--- config.mk ---
export PLATFORM = sky130hd
export DESIGN_NAME = scalefac_store_flat
export DESIGN_NICKNAME = d
export VERILOG_FILES = /design/src/rtl/mp3_pkg.sv /design/src/rtl/scalefac_store_if.sv /design/src/rtl/sf_band_seq.sv /design/src/rtl/scalefac_store.sv /design/src/flat_wrapper.sv
export SDC_FILE = /design/constraint.sdc
export NUM_CORES = 1
export LEC_CHECK = 0
export CAP_MARGIN = 20
export CORE_MARGIN = 5
export CORE_UTILIZATION = 55
export CTS_BUF_LIST = sky130_fd_sc_hd__clkbuf_8
export DETAILED_ROUTE_END_ITERATION = 8
export GPL_ROUTABILITY_DRIVEN = 0
export PLACE_DENSITY = 0.93
export RECOVER_POWER = 25
export SLEW_MARGIN = 20
export SYNTH_ARGS = -nofsm -noshare
export SYNTH_HDL_FRONTEND = slang
export SYNTH_SLANG_ARGS = --single-unit
--- constraint.sdc ---
create_clock -name clk -period 12.9 [get_ports clk]
set_input_delay 2.58 -clock clk [delete_from_list [all_inputs] [get_ports clk]]
set_output_delay 2.58 -clock clk [all_outputs]
set_load 0.03 [all_outputs]
--- src/rtl/mp3_pkg.sv ---
// mp3_pkg -- shared constants, types and helpers for the scalefactor store.
//   SF_W                  default bits per scalefactor
//   NUM_SFB_L / NUM_SFB_S long / short scalefactor band counts
//   NUM_WIN               windows per short band
//   SCFSI_G*_FIRST        first long band of each scfsi reuse group
//   MIXED_*               long/short split of a mixed block
//   sf_l_t / sf_s_t       packed scalefactor sets at the default width
//   state_t               stream FSM states
//   scfsi_group()         long band index -> scfsi group
package mp3_pkg;

   localparam int SF_W      = 4;
   localparam int NUM_SFB_L = 21;
   localparam int NUM_SFB_S = 12;
   localparam int NUM_WIN   = 3;
   localparam int BAND_W    = 5;
   localparam int WIN_W     = 2;

   // scfsi groups: g0 bands 0-5, g1 6-10, g2 11-15, g3 16-20
   localparam int SCFSI_G1_FIRST = 6;
   localparam int SCFSI_G2_FIRST = 11;
   localparam int SCFSI_G3_FIRST = 16;

   // Mixed block: long bands 0..7, then short bands from 3 upward
   localparam int MIXED_LONG_LAST   = 7;
   localparam int MIXED_SHORT_FIRST = 3;

   typedef logic [NUM_SFB_L-1:0][SF_W-1:0]              sf_l_t;
   typedef logic [NUM_SFB_S-1:0][NUM_WIN-1:0][SF_W-1:0] sf_s_t;

   typedef enum logic {
      ST_IDLE   = 1'b0,
      ST_STREAM = 1'b1
   } state_t;

   function automatic logic [1:0] scfsi_group(input int band);
      if (band < SCFSI_G1_FIRST)      return 2'd0;
      else if (band < SCFSI_G2_FIRST) return 2'd1;
      else if (band < SCFSI_G3_FIRST) return 2'd2;
      else                            return 2'd3;
   endfunction

endpackage

--- src/rtl/scalefac_store_if.sv ---
// scalefac_store_if -- bundle between the scalefactor parser, the store and
// the requantizer.
//   Capture side : si_valid + side-info fields, sf_l_in/sf_s_in,
//                  sf_in_valid, sf_in_ready
//   Stream side  : sf_data/sf_band/sf_win/sf_long/sf_last, sf_valid, sf_ready
//   Status       : overflow_err
// Modports: slave = the store itself, master = its environment.
interface scalefac_store_if #(
   parameter int SF_W = mp3_pkg::SF_W
);
   import mp3_pkg::*;

   logic                                        si_valid;
   logic                                        gr;
   logic                                        ch;
   logic [3:0]                                  scfsi;
   logic                                        window_switching_flag;
   logic [1:0]                                  block_type;
   logic                                        mixed_block_flag;
   logic [NUM_SFB_L-1:0][SF_W-1:0]              sf_l_in;
   logic [NUM_SFB_S-1:0][NUM_WIN-1:0][SF_W-1:0] sf_s_in;
   logic                                        sf_in_valid;
   logic                                        sf_in_ready;

   logic [SF_W-1:0]                             sf_data;
   logic [BAND_W-1:0]                           sf_band;
   logic [WIN_W-1:0]                            sf_win;
   logic                                        sf_long;
   logic                                        sf_last;
   logic                                        sf_valid;
   logic                                        sf_ready;

   logic                                        overflow_err;

   modport slave (
      input  si_valid, gr, ch, scfsi, window_switching_flag, block_type,
             mixed_block_flag, sf_l_in, sf_s_in, sf_in_valid, sf_ready,
      output sf_in_ready, sf_data, sf_band, sf_win, sf_long, sf_last,
             sf_valid, overflow_err
   );

   modport master (
      output si_valid, gr, ch, scfsi, window_switching_flag, block_type,
             mixed_block_flag, sf_l_in, sf_s_in, sf_in_valid, sf_ready,
      input  sf_in_ready, sf_data, sf_band, sf_win, sf_long, sf_last,
             sf_valid, overflow_err
   );

endinterface

--- src/rtl/sf_band_seq.sv ---
// sf_band_seq -- band/window walker for one streamed scalefactor set.
//   clk, rst   clock, asynchronous active-high reset
//   start_i    load beat 0 for a set with shape {short_i, mixed_i}
//   adv_i      current beat accepted, move to the next one
//   band_o     band index of current beat
//   win_o      window of current beat (0 in long bands)
//   long_o     current beat is a long band
//   last_o     current beat is the final one of the set
// Orders: long 0..20; short band-major 0..11 x win 0..2;
// mixed long 0..7 then short 3..11 x win 0..2.
module sf_band_seq
   import mp3_pkg::*;
(
   input  logic              clk,
   input  logic              rst,
   input  logic              start_i,
   input  logic              short_i,
   input  logic              mixed_i,
   input  logic              adv_i,
   output logic [BAND_W-1:0] band_o,
   output logic [WIN_W-1:0]  win_o,
   output logic              long_o,
   output logic              last_o
);

   logic [BAND_W-1:0] band_q, band_d;
   logic [WIN_W-1:0]  win_q, win_d;
   logic              long_q, long_d;
   logic              mixed_q, mixed_d;

   // A mixed set never ends in its long part
   assign last_o = long_q ?
                   (!mixed_q && band_q == BAND_W'(NUM_SFB_L-1)) :
                   (band_q == BAND_W'(NUM_SFB_S-1) && win_q == WIN_W'(NUM_WIN-1));

   always_comb begin
      band_d  = band_q;
      win_d   = win_q;
      long_d  = long_q;
      mixed_d = mixed_q;
      if (start_i) begin
         band_d  = '0;
         win_d   = '0;
         long_d  = !short_i || mixed_i;
         mixed_d = mixed_i;
      end else if (adv_i && !last_o) begin
         if (long_q) begin
            if (mixed_q && band_q == BAND_W'(MIXED_LONG_LAST)) begin
               band_d = BAND_W'(MIXED_SHORT_FIRST);
               long_d = 1'b0;
            end else begin
               band_d = band_q + 1'b1;
            end
         end else if (win_q == WIN_W'(NUM_WIN-1)) begin
            win_d  = '0;
            band_d = band_q + 1'b1;
         end else begin
            win_d = win_q + 1'b1;
         end
      end
   end

   always_ff @(posedge clk or posedge rst) begin
      if (rst) begin
         band_q  <= '0;
         win_q   <= '0;
         long_q  <= 1'b0;
         mixed_q <= 1'b0;
      end else begin
         band_q  <= band_d;
         win_q   <= win_d;
         long_q  <= long_d;
         mixed_q <= mixed_d;
      end
   end

   assign band_o = band_q;
   assign win_o  = win_q;
   assign long_o = long_q;

endmodule

--- src/rtl/scalefac_store.sv ---
// scalefac_store -- captures a parsed scalefactor set per granule/channel,
// merges scfsi-reused granule-0 long bands into granule 1, and streams the
// merged set one scalefactor per beat to the requantizer.
//   clk, rst  clock, asynchronous active-high reset
//   bus       scalefac_store_if.slave (side info, set capture, stream out,
//             sticky overflow_err)
// Parameters: SF_W bits per scalefactor, NCH channel stores.
// Optional feature: define SF_STORE_STEREO_EN for NCH stores indexed by ch;
// without it a single store is kept and ch is ignored.
module scalefac_store
   import mp3_pkg::*;
#(
   parameter int SF_W = mp3_pkg::SF_W,
   parameter int NCH  = 2
) (
   input logic             clk,
   input logic             rst,
   scalefac_store_if.slave bus
);

`ifdef SF_STORE_STEREO_EN
   localparam int NCH_EFF = NCH;
`else
   // Mono build: NCH stays in the parameter list but one store is kept
   localparam int NCH_EFF = (NCH > 0) ? 1 : 1;
`endif
   localparam int CH_W = (NCH_EFF > 1) ? $clog2(NCH_EFF) : 1;
   localparam int SB_W = $clog2(NUM_SFB_S);

   typedef logic [NUM_SFB_L-1:0][SF_W-1:0]              lset_t;
   typedef logic [NUM_SFB_S-1:0][NUM_WIN-1:0][SF_W-1:0] sset_t;

   state_t            state_q, state_d;
   logic              gr_q, gr_d;
   logic [3:0]        scfsi_q, scfsi_d;
   logic              wsf_q, wsf_d;
   logic [1:0]        bt_q, bt_d;
   logic              mbf_q, mbf_d;
   logic              overflow_q, overflow_d;
   lset_t             work_l_q, work_l_d;
   sset_t             work_s_q, work_s_d;
   lset_t             store_q [NCH_EFF];
   lset_t             store_d [NCH_EFF];
   logic [CH_W-1:0]   ch_idx;

   logic              streaming;
   logic              capture;
   logic              accept;
   logic              is_short;
   logic              is_mixed;
   logic [NUM_SFB_L-1:0] reuse;

   logic [BAND_W-1:0] seq_band;
   logic [WIN_W-1:0]  seq_win;
   logic              seq_long;
   logic              seq_last;

`ifdef SF_STORE_STEREO_EN
   logic ch_q, ch_d;

   always_comb begin
      ch_d = ch_q;
      if (bus.si_valid) ch_d = bus.ch;
   end

   always_ff @(posedge clk or posedge rst) begin
      if (rst) ch_q <= 1'b0;
      else     ch_q <= ch_d;
   end

   assign ch_idx = CH_W'(ch_q);
`else
   assign ch_idx = '0;
`endif

   assign streaming = (state_q == ST_STREAM);
   assign capture   = (state_q == ST_IDLE) && bus.sf_in_valid;
   assign accept    = streaming && bus.sf_ready;
   // Block shape comes from the side info held before this edge, so a
   // simultaneous si_valid only affects the following set
   assign is_short  = wsf_q && (bt_q == 2'd2);
   assign is_mixed  = is_short && mbf_q;

   for (genvar gi = 0; gi < NUM_SFB_L; gi++) begin : g_reuse
      localparam logic [1:0] GRP = scfsi_group(gi);
      assign reuse[gi] = !is_short && gr_q && scfsi_q[GRP];
   end

   always_comb begin
      gr_d    = gr_q;
      scfsi_d = scfsi_q;
      wsf_d   = wsf_q;
      bt_d    = bt_q;
      mbf_d   = mbf_q;
      if (bus.si_valid) begin
         gr_d    = bus.gr;
         scfsi_d = bus.scfsi;
         wsf_d   = bus.window_switching_flag;
         bt_d    = bus.block_type;
         mbf_d   = bus.mixed_block_flag;
      end
   end

   always_comb begin
      work_l_d = work_l_q;
      work_s_d = work_s_q;
      store_d  = store_q;
      if (capture) begin
         for (int b = 0; b < NUM_SFB_L; b++) begin
            work_l_d[b] = reuse[b] ? store_q[ch_idx][b] : bus.sf_l_in[b];
         end
         work_s_d = bus.sf_s_in;
         // Granule 0 always refreshes the reuse source, whatever its block type
         if (!gr_q) store_d[ch_idx] = bus.sf_l_in;
      end
   end

   always_comb begin
      overflow_d = overflow_q | (bus.sf_in_valid && (state_q != ST_IDLE));
   end

   always_comb begin
      state_d = state_q;
      case (state_q)
         ST_IDLE:   if (bus.sf_in_valid) state_d = ST_STREAM;
         ST_STREAM: if (accept && seq_last) state_d = ST_IDLE;
         default:   state_d = ST_IDLE;
      endcase
   end

   always_ff @(posedge clk or posedge rst) begin
      if (rst) begin
         state_q    <= ST_IDLE;
         gr_q       <= 1'b0;
         scfsi_q    <= '0;
         wsf_q      <= 1'b0;
         bt_q       <= '0;
         mbf_q      <= 1'b0;
         overflow_q <= 1'b0;
         work_l_q   <= '0;
         work_s_q   <= '0;
         for (int c = 0; c < NCH_EFF; c++) store_q[c] <= '0;
      end else begin
         state_q    <= state_d;
         gr_q       <= gr_d;
         scfsi_q    <= scfsi_d;
         wsf_q      <= wsf_d;
         bt_q       <= bt_d;
         mbf_q      <= mbf_d;
         overflow_q <= overflow_d;
         work_l_q   <= work_l_d;
         work_s_q   <= work_s_d;
         store_q    <= store_d;
      end
   end

   sf_band_seq u_seq (
      .clk     (clk),
      .rst     (rst),
      .start_i (capture),
      .short_i (is_short),
      .mixed_i (is_mixed),
      .adv_i   (accept),
      .band_o  (seq_band),
      .win_o   (seq_win),
      .long_o  (seq_long),
      .last_o  (seq_last)
   );

   // Everything is driven from registers, so a stalled beat holds steady;
   // outside a stream the beat fields read as zero
   assign bus.sf_valid     = streaming;
   assign bus.sf_in_ready  = !streaming;
   assign bus.sf_data      = !streaming ? '0 :
                             seq_long ? work_l_q[seq_band] :
                             work_s_q[seq_band[SB_W-1:0]][seq_win];
   assign bus.sf_band      = streaming ? seq_band : '0;
   assign bus.sf_win       = streaming ? seq_win  : '0;
   assign bus.sf_long      = streaming && seq_long;
   assign bus.sf_last      = streaming && seq_last;
   assign bus.overflow_err = overflow_q;

endmodule

--- src/flat_wrapper.sv ---
// flat-port wrapper written by rule: the top's interface ports become plain ports
module scalefac_store_flat import mp3_pkg::*;
#(
   parameter int SF_W = mp3_pkg::SF_W,
   parameter int NCH  = 2
)
  (clk, rst, bus_si_valid, bus_gr, bus_ch, bus_scfsi, bus_window_switching_flag, bus_block_type, bus_mixed_block_flag, bus_sf_l_in, bus_sf_s_in, bus_sf_in_valid, bus_sf_ready, bus_sf_in_ready, bus_sf_data, bus_sf_band, bus_sf_win, bus_sf_long, bus_sf_last, bus_sf_valid, bus_overflow_err);
  scalefac_store_if #(.SF_W(SF_W)) bus_i ();
  input logic clk;
  input logic rst;
  input wire logic [$bits(bus_i.si_valid)-1:0] bus_si_valid;
  input wire logic [$bits(bus_i.gr)-1:0] bus_gr;
  input wire logic [$bits(bus_i.ch)-1:0] bus_ch;
  input wire logic [$bits(bus_i.scfsi)-1:0] bus_scfsi;
  input wire logic [$bits(bus_i.window_switching_flag)-1:0] bus_window_switching_flag;
  input wire logic [$bits(bus_i.block_type)-1:0] bus_block_type;
  input wire logic [$bits(bus_i.mixed_block_flag)-1:0] bus_mixed_block_flag;
  input wire logic [$bits(bus_i.sf_l_in)-1:0] bus_sf_l_in;
  input wire logic [$bits(bus_i.sf_s_in)-1:0] bus_sf_s_in;
  input wire logic [$bits(bus_i.sf_in_valid)-1:0] bus_sf_in_valid;
  input wire logic [$bits(bus_i.sf_ready)-1:0] bus_sf_ready;
  output wire logic [$bits(bus_i.sf_in_ready)-1:0] bus_sf_in_ready;
  output wire logic [$bits(bus_i.sf_data)-1:0] bus_sf_data;
  output wire logic [$bits(bus_i.sf_band)-1:0] bus_sf_band;
  output wire logic [$bits(bus_i.sf_win)-1:0] bus_sf_win;
  output wire logic [$bits(bus_i.sf_long)-1:0] bus_sf_long;
  output wire logic [$bits(bus_i.sf_last)-1:0] bus_sf_last;
  output wire logic [$bits(bus_i.sf_valid)-1:0] bus_sf_valid;
  output wire logic [$bits(bus_i.overflow_err)-1:0] bus_overflow_err;
  assign bus_i.si_valid = bus_si_valid;
  assign bus_i.gr = bus_gr;
  assign bus_i.ch = bus_ch;
  assign bus_i.scfsi = bus_scfsi;
  assign bus_i.window_switching_flag = bus_window_switching_flag;
  assign bus_i.block_type = bus_block_type;
  assign bus_i.mixed_block_flag = bus_mixed_block_flag;
  assign bus_i.sf_l_in = bus_sf_l_in;
  assign bus_i.sf_s_in = bus_sf_s_in;
  assign bus_i.sf_in_valid = bus_sf_in_valid;
  assign bus_i.sf_ready = bus_sf_ready;
  assign bus_sf_in_ready = bus_i.sf_in_ready;
  assign bus_sf_data = bus_i.sf_data;
  assign bus_sf_band = bus_i.sf_band;
  assign bus_sf_win = bus_i.sf_win;
  assign bus_sf_long = bus_i.sf_long;
  assign bus_sf_last = bus_i.sf_last;
  assign bus_sf_valid = bus_i.sf_valid;
  assign bus_overflow_err = bus_i.overflow_err;
  scalefac_store #(.SF_W(SF_W), .NCH(NCH)) u_core (.clk(clk), .rst(rst), .bus(bus_i));
endmodule
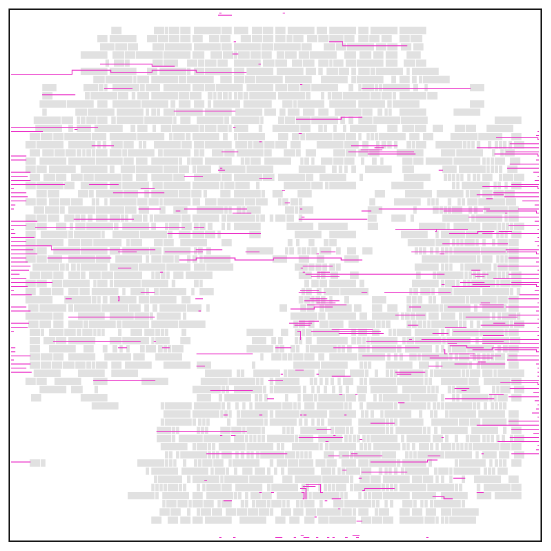
Run 1: the metal 3 layer
Scale: 3 px per µm. Cells faint in the background.
233 nets have wire on it. The longest straight run is 49.7 µm. The layer carries 2720 µm of wire.
DR vias: 11720
DRT Wirelength: 40500 µm

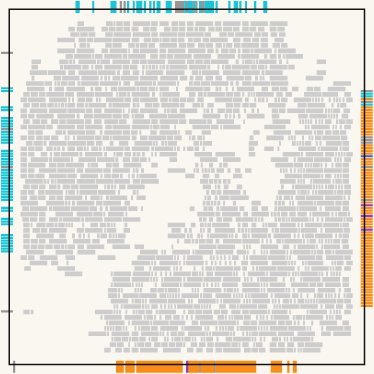
Run 1: ports around the boundary
Scale: 2 px per µm. Pins as bars across the die edge, other pins in grey.
Blue stands for bus_sf_ready, pins 1, direction input, edge right. Cyan stands for bus_sf_l_in, pins 84, direction input, edge 43 left, 38 top, 3 right. Orange stands for bus_sf_s_in, pins 144, direction input, edge 78 bottom, 66 right. Purple stands for bus_sf_data, pins 4, direction output, edge 3 right, 1 bottom.
Port Buf Inserts: 257
chip height: 177 µm
Die X-Extent: 177 µm

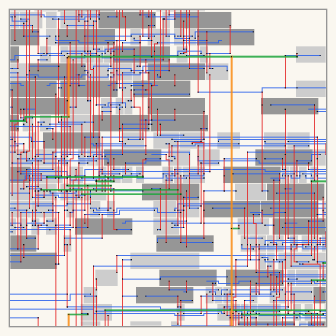
Run 1: layout detail
Region (108, 108) to (158, 158) µm. Cells in grey, sequential cells in the stronger grey; small squares are vias.
Orange stands for metal 4. Green stands for metal 3. Red stands for metal 2. Blue stands for metal 1.
Most frequent: nand2_1 (41), dfrtp_1 (31), o21ai_0 (14). Sequential cells in the window: 31. 143 logic cells have their middle in the window. Netlist names of flops here include u_core.work_l_q (14), u_core.work_s_q (10), u_core.store_q (7).

## run 1: flip-flops by register name, indices dropped and copies added, names as in the netlist
register,count
u_core.scfsi_q,4
u_core.bt_q,2
u_core.work_l_q,84
u_core.u_seq.mixed_q,1
u_core.u_seq.long_o,1
u_core.store_q,84
u_core.bus.sf_valid,1
u_core.wsf_q,1
u_core.u_seq.band_o,5
u_core.work_s_q,144
u_core.u_seq.win_o,2
u_core.mbf_q,1
u_core.gr_q,1
u_core.bus.overflow_err,1
## run 1: metrics by stage
step	cell area, µm²	instances
after CTS	19100	2074
after floorplan	15300	1427
after global placement	18000	1979
after detailed placement	18000	1979
final	19000	2074
after global routing	19000	2074
==> results.cfg, run 1 <==
; flow metrics
[outcome]
status = complete, but fails checks
failed_checks = max-capacitance violations, max-slew violations

[cells_and_area]
layout-drive-gt1-share = 0.134
inverters = 7
multi_input_comb_cells = 996
fin_nets = 1901
logic_area_um2 = 6520
n_clock_buffer = 65
sh_seq_area = 0.437
diodes = 0
largestClassByArea = registers

[floorplan]
placeableCoreArea_um2 = 27600
dieArea_um2 = 31300
tap_cells = 378

[setup_path]
arrival_ns = 6.91
rrSetupSlack_ns = 8.02
crit_slowest_cell = clkinvlp_2
r2r-end = u_core.store_q[38]
reg2reg_depth = 5
critPathCapture = u_core.work_s_q[77]
end_kind = async pin
max_stage_delay_ns = 3.59
setup.worst_path.start = rst
crit_cells = 2
crit_type = primary input to async pin

[grt]
grtUsageTotal = 0.257
grt_max_degree = 187
grt_util_met1 = 0.326
antenna_found_initial = 1
grt_busiest_layer = met2
grt_pass1_wl_um = 64000
grtUsageMet3 = 0.0466

[sta]
fin_ws_ns = 5.42
rsz0062_at_grt = no
finalCritPeriodShare = 0.580
clock_skew_ns = 0.0425
fmax_mhz = 134
fin_tns_setup_ns = 0
setup_viol = 0
maxSlewViolCount = 228

[route]
drc_errors = 0
top_layer = met5
firstDrtPassIters = 7

[synthesis]
area_leaders = dfrtp_1 (54%), nand2_1 (13%), mux2_2 (7.1%)
ys_seq_frac = 0.543
yosysUniqueCellTypes = 45
mux_share = 0.216
yosys_area_um2 = 15300
synth.cellmix.compoundShare = 0.0530
synth.logic.top_family = multiplexers
syn_area_um2 = 15300
synthTopCellsByCount = nand2_1 (543), dfrtp_1 (332), mux2i_1 (101)
adder_share = 0.00163
synthCells = 1427
synth_top_cell_by_area = dfrtp_1
ys_async_sr_fraction = 1.00
ys_ff = 332

[cts]
cts_root_buf = clkbuf_8
postCtsHoldBufs = 0
ctsResizeCount = 0
cts_buffers = 53
cts_max_level = 2
postCtsSetupBuffers = 0

[place]
place_ws_ns = 6.61

[power]
seq-power_uw = 1890
p_comb_frac = 0.353
p_clk_uw = 886
seq_power_share = 0.440
p_total_uw = 4290
switching_share = 0.360
switchingPower_uw = 1540
pwr-share-clk = 0.207

[run]
warnings = 36
max_cap_violations = 2

[hold_path]
hold_start = u_core.work_s_q[65]
Run 1, the metal 4 layer:
Scale: 2 px per µm. Supply wires on this layer in grey. Cells faint in the background.
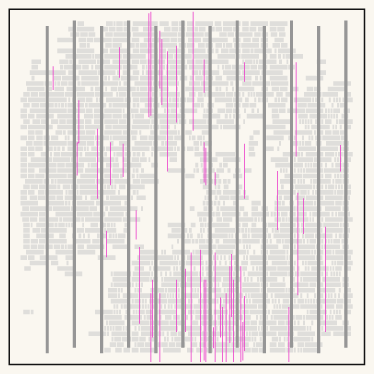

--- run 2 (diff from run 1) ---
==> constraint.sdc (replaced) <==
create_clock -name clk -period 6.9 [get_ports clk]
set_input_delay 1.38 -clock clk [delete_from_list [all_inputs] [get_ports clk]]
set_output_delay 1.38 -clock clk [all_outputs]
set_load 0.03 [all_outputs]
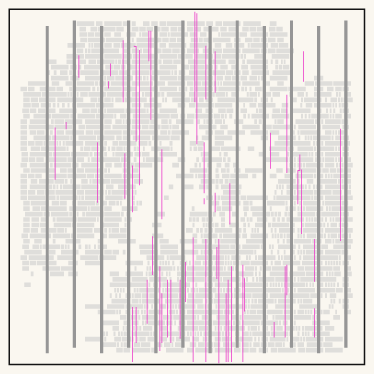
Run 2: the metal 4 layer
Scale: 2 px per µm. Supply wires on this layer in grey. Cells faint in the background.
40 nets have wire on it. The layer carries 1510 µm of wire. The layer holds 3.7% of the routed length. The longest straight run is 67.3 µm. The wires run mostly vertical.
DRT Wirelength: 41200 µm
DR vias: 11770

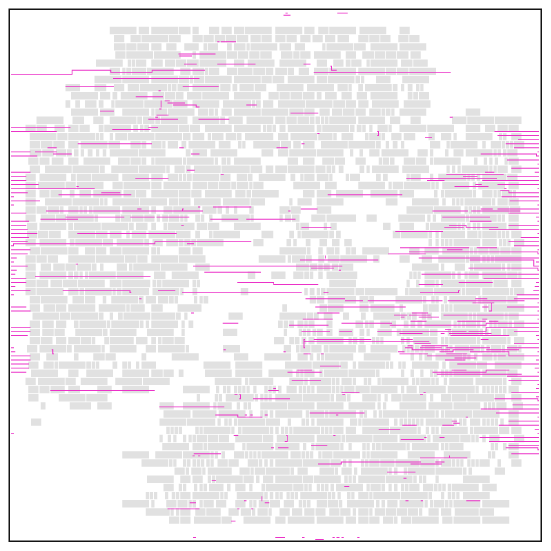
Run 2: the metal 3 layer
Scale: 3 px per µm. Cells faint in the background.
The layer holds 7.6% of the routed length. 247 nets have wire on it.
grt met3 use: 0.0570

==> run 2 against run 1 <==
Compared with the run above:
- the run now ends clean
- first-iteration DRC count shrank 1.2%
- area after synthesis unchanged
- die size unchanged
- global-route usage rose by 0.52 points
- via count rose by 0.43%
- non-clock buffer count grew 2
- sequential share of layout area decreased by 0.28 points
- setup slack worse by 3.9 ns
- clock skew fell by 0.0090 ns
- sequential power up 87%
- largest cell class unchanged
- largest power group unchanged
==> results.cfg, run 2 <==
; flow metrics
[outcome]
status = finished clean

[place]
io_buffer_count = 257
place_area_um2 = 18000
hpwl_um = 27500

[cts]
postCtsHoldBufs = 0
cts_root_buf = clkbuf_8
ctsResizeCount = 0
postCtsSetupBuffers = 0
cts_max_level = 2
cts_buffers = 54
insertion_delay_ns = 0.59

[cells_and_area]
fillCellCount = 1894
diodes = 1
fin_nets = 1904
logic_area_um2 = 6530
regArea_um2 = 8310
n_clock_buffer = 68
largestClassByArea = registers
n_sequential_cell = 332
top_register = u_core.work_s_q
multi_input_comb_cells = 996
largest_register_ffs = 144
reg_top3 = u_core.work_s_q: 144 flops, u_core.store_q: 84 flops, u_core.work_l_q: 84 flops
final_area_um2 = 19200
sh_seq_area = 0.434
inverters = 7
layout-drive-gt1-share = 0.139

[sta]
fmax_mhz = 186
maxSlewViolCount = 0
rsz0062_at_grt = no
setup_viol = 0
fin_tns_setup_ns = 0
clock_skew_ns = 0.0335
finalCritPeriodShare = 0.780

[synthesis]
synthCells = 1427
mux_share = 0.216
avgSynthCellArea_um2 = 10.7
synth_top_cell_by_area = dfrtp_1
ys_seq_frac = 0.543
area_leaders = dfrtp_1 (54%), nand2_1 (13%), mux2_2 (7.1%)
ys_async_sr_fraction = 1.00
ys_ff = 332
ys_sh_xor = 0
synthTopCellsByCount = nand2_1 (543), dfrtp_1 (332), mux2i_1 (101)
syn_area_um2 = 15300
synth.logic.top_family = multiplexers
synth.cellmix.compoundShare = 0.0530
yosysUniqueCellTypes = 45
ys_cells = 1427
yosys_area_um2 = 15300
synth_nets = 1672
adder_share = 0.00163

[floorplan]
rows = 61
die_width_um = 177
placeableCoreArea_um2 = 27600
die_y_um = 177
dieArea_um2 = 31300
tap_cells = 378

[run]
max_cap_violations = 0
warnings = 43

[setup_path]
r2r-end = u_core.u_seq.win_o[0]
setup.worst_path.start = u_core.u_seq.band_o[0]
critPathCapture = bus_sf_data[1]
crit_slowest_cell = dfrtp_2
arrival_ns = 4.00
required_ns = 5.52
max_stage_delay_ns = 1.02
rrSetupSlack_ns = 2.32
crit_cells = 7
end_kind = output pin
reg2reg_depth = 6
crit_type = flip-flop to output pin

[grt]
grt_pass1_wl_um = 64700
grt_max_degree = 175
antenna_found_initial = 3
grt_pass1_vias = 12369
grtUsageTotal = 0.262
grt_util_met1 = 0.331
grt_busiest_layer = met2

[power]
seq-power_uw = 3540
switchingPower_uw = 2940
pwr-share-clk = 0.216
p_comb_frac = 0.349
p_clk_uw = 1760
seq_power_share = 0.435
switching_share = 0.361
p_int_uw = 5210

[route]
top_layer = met5
firstDrtPassIters = 6
drc_errors = 0

[hold_path]
min_path_cells = 2
hold_start = u_core.work_s_q[115]
## run 2: cell counts after synthesis
Identical to the previous run, type by type.
## run 2: stage by stage
stage / util / setup slack, ns / hold slack [ns] / instances / power, µW
3_3_place_gp: 0.652 / 1.97 / 0.451 / 1980 / 6140
5_1_grt: 0.694 / 1.23 / 0.484 / 2077 / 8640
3_5_place_dp: 0.652 / 1.92 / 0.455 / 1980 / 6350
4_1_cts: 0.693 / 1.44 / 0.469 / 2076 / 8150
6_report: 0.694 / 1.52 / 0.470 / 2078 / 8140
2_1_floorplan: - / 1.09 / 0.437 / 1427 / 5420
## run 2: logic make-up after synthesis
| kind of cell | count (synthesis) |
|---|---|
| buffers and inverters | 99 |
| DFF | 332 |
| and+or+nand+nor | 602 |
| adders and majority gates | 2 |
| muxes | 249 |
| AOI/OAI and AO/OA | 143 |
Run 2, layout detail:
Region (108, 108) to (158, 158) µm. Cells in grey, sequential cells in the stronger grey; small squares are vias.
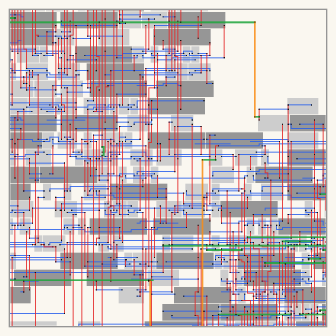

--- run 3 (diff from run 2) ---
==> constraint.sdc (replaced) <==
create_clock -name clk -period 5.28 [get_ports clk]
set_input_delay 1.056 -clock clk [delete_from_list [all_inputs] [get_ports clk]]
set_output_delay 1.056 -clock clk [all_outputs]
set_load 0.03 [all_outputs]
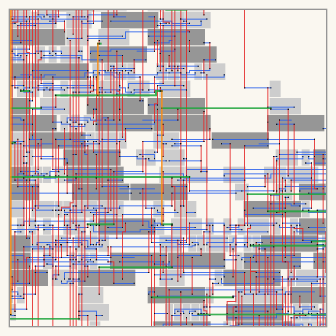
Run 3: layout detail
Region (108, 108) to (158, 158) µm. Cells in grey, sequential cells in the stronger grey; small squares are vias.
Orange stands for metal 4. Blue stands for metal 1. Green stands for metal 3. Red stands for metal 2.
Most frequent: nand2_1 (41), dfrtp_1 (31), o21ai_0 (15). Sequential cells in the window: 31. Netlist names of flops here include u_core.work_l_q (15), u_core.work_s_q (10), u_core.store_q (6). 143 logic cells have their middle in the window.

==> run 3 against run 2 <==
Compared with the run above:
- the flow now finishes with violations (max-capacitance violations, max-slew violations)
- register-to-register slack lost 0.59 ns
- worst hold slack worse by 0.0038 ns
- flip-flop count unchanged
- clock skew grew 0.00088 ns
- setup slack lost 1.2 ns
- first-iteration DRC count shrank 13%
- sequential power rose by 29%
- global-route usage decreased by 0.42 points
- count of clock-buffer cells in the layout rose by 2
- critical path depth unchanged
- largest cell class unchanged
==> results.cfg, run 3 <==
; flow metrics
[outcome]
status = complete, but fails checks
failed_checks = max-capacitance violations, max-slew violations

[route]
postRouteAntennaNets = 0
top_layer = met4
firstDrtPassIters = 7
drc_errors = 0
wl_met3_um = 3160

[synthesis]
ys_async_sr_fraction = 1.00
synth_top_cell_by_count = nand2_1
synth_top_cell_by_area = dfrtp_1
synth.cellmix.compoundShare = 0.0530
area_leaders = dfrtp_1 (54%), nand2_1 (13%), mux2_2 (7.1%)
yosys_area_um2 = 15300
synthTopCellsByCount = nand2_1 (543), dfrtp_1 (332), mux2i_1 (101)
ys_seq_frac = 0.543
mux_share = 0.216
yosysUniqueCellTypes = 45
avgSynthCellArea_um2 = 10.7
synthCells = 1427
adder_share = 0.00163
ys_ff = 332
ys_sh_xor = 0
synth_nets = 1672
synth_top_area_share = 0.543
ys_cells = 1427
synth.logic.top_family = multiplexers
syn_area_um2 = 15300

[setup_path]
critPathCapture = bus_sf_data[2]
crit_buf_inv = 2
reg2reg_depth = 6
rrSetupSlack_ns = 1.73
regToRegStartpoint = u_core.bus.sf_valid
crit_slowest_cell = dfrtp_4
crit_type = flip-flop to output pin
crit_cells = 7
max_stage_delay_ns = 0.98
arrival_ns = 3.91
setup.worst_path.start = u_core.u_seq.band_o[1]
required_ns = 4.22
r2r-end = u_core.u_seq.win_o[1]
end_kind = output pin

[sta]
fmax_mhz = 201
clock_skew_ns = 0.0344
maxSlewViolCount = 167
rsz0062_at_grt = no
hold_slack_ns = 0.467
fin_tns_setup_ns = 0
fin_ws_ns = 0.314
finalCritPeriodShare = 0.940
setup_viol = 0

[cts]
ctsResizeCount = 0
cts_buffers = 54
insertion_delay_ns = 0.60
clock_path_buffers = 3
cts_root_buf = clkbuf_8
clkSinkCount = 332
postCtsHoldBufs = 0
postCtsSetupBuffers = 0
cts_max_level = 2

[grt]
grt_pass1_wl_um = 64000
grt_util_met1 = 0.321
grt_max_degree = 317
grt_busiest_layer = met2
grt_pass1_vias = 12428
grtUsageTotal = 0.258
antenna_found_initial = 1

[floorplan]
rows = 61
die_y_um = 177
placeableCoreArea_um2 = 27600
dieArea_um2 = 31300
die_width_um = 177

[power]
pwr-share-clk = 0.207
p_clk_uw = 2190
p_comb_frac = 0.361
switchingPower_uw = 3790
seq_power_share = 0.432
p_total_uw = 10500
seq-power_uw = 4550
switching_share = 0.359
p_int_uw = 6760

[run]
max_cap_violations = 2
warnings = 38

[cells_and_area]
largest_register_ffs = 144
post-route-util = 0.695
fin_nets = 1907
reg_top3 = u_core.work_s_q: 144 flops, u_core.store_q: 84 flops, u_core.work_l_q: 84 flops
final_area_um2 = 19200
top_register = u_core.work_s_q
stdcell_count = 2078
layout-drive-gt1-share = 0.139

[hold_path]
hold_start = u_core.work_s_q[123]
min_path_cells = 2
hp-class = flip-flop to flip-flop

[place]
place_ws_ns = 0.948
io_buffer_count = 257
place_area_um2 = 18100
dp.cells = 1982
hpwl_um = 27700
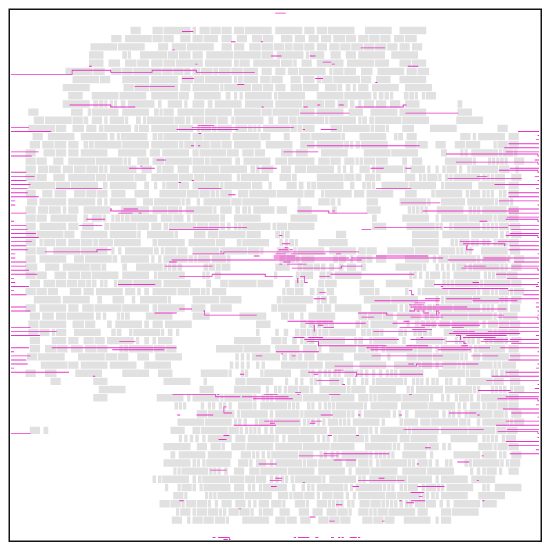
Run 3: the metal 3 layer
Scale: 3 px per µm. Cells faint in the background.
The layer carries 3160 µm of wire. The wires run mostly horizontal. 255 nets have wire on it. The layer holds 7.8% of the routed length. The longest straight run is 63.0 µm.
DRT Wirelength: 40700 µm
DR vias: 11717
grt met3 use: 0.0540

run 3: cell counts after synthesis:
Identical to the previous run, type by type.
run 3: worst register-to-register path: stages (launching register included):
cell      delay, ns
dfrtp_1        0.35
clkinv_1       0.35
nand2_4        0.19
clkbuf_2       1.51
buf_16         0.66
a21oi_1        0.24
o22ai_1        0.20
run 3: cell type report:
class / count / area, µm²
Fill cell: 1860 / 8440
Sequential cell: 332 / 8310
Clock inverter: 23 / 115
Tap cell: 378 / 473
Multi-Input combinational cell: 996 / 6530
Clock buffer: 70 / 963
Inverter: 7 / 27.5
Antenna cell: 1 / 2.50
Timing Repair Buffer: 271 / 2770
Power and IR drop assume default switching activity.
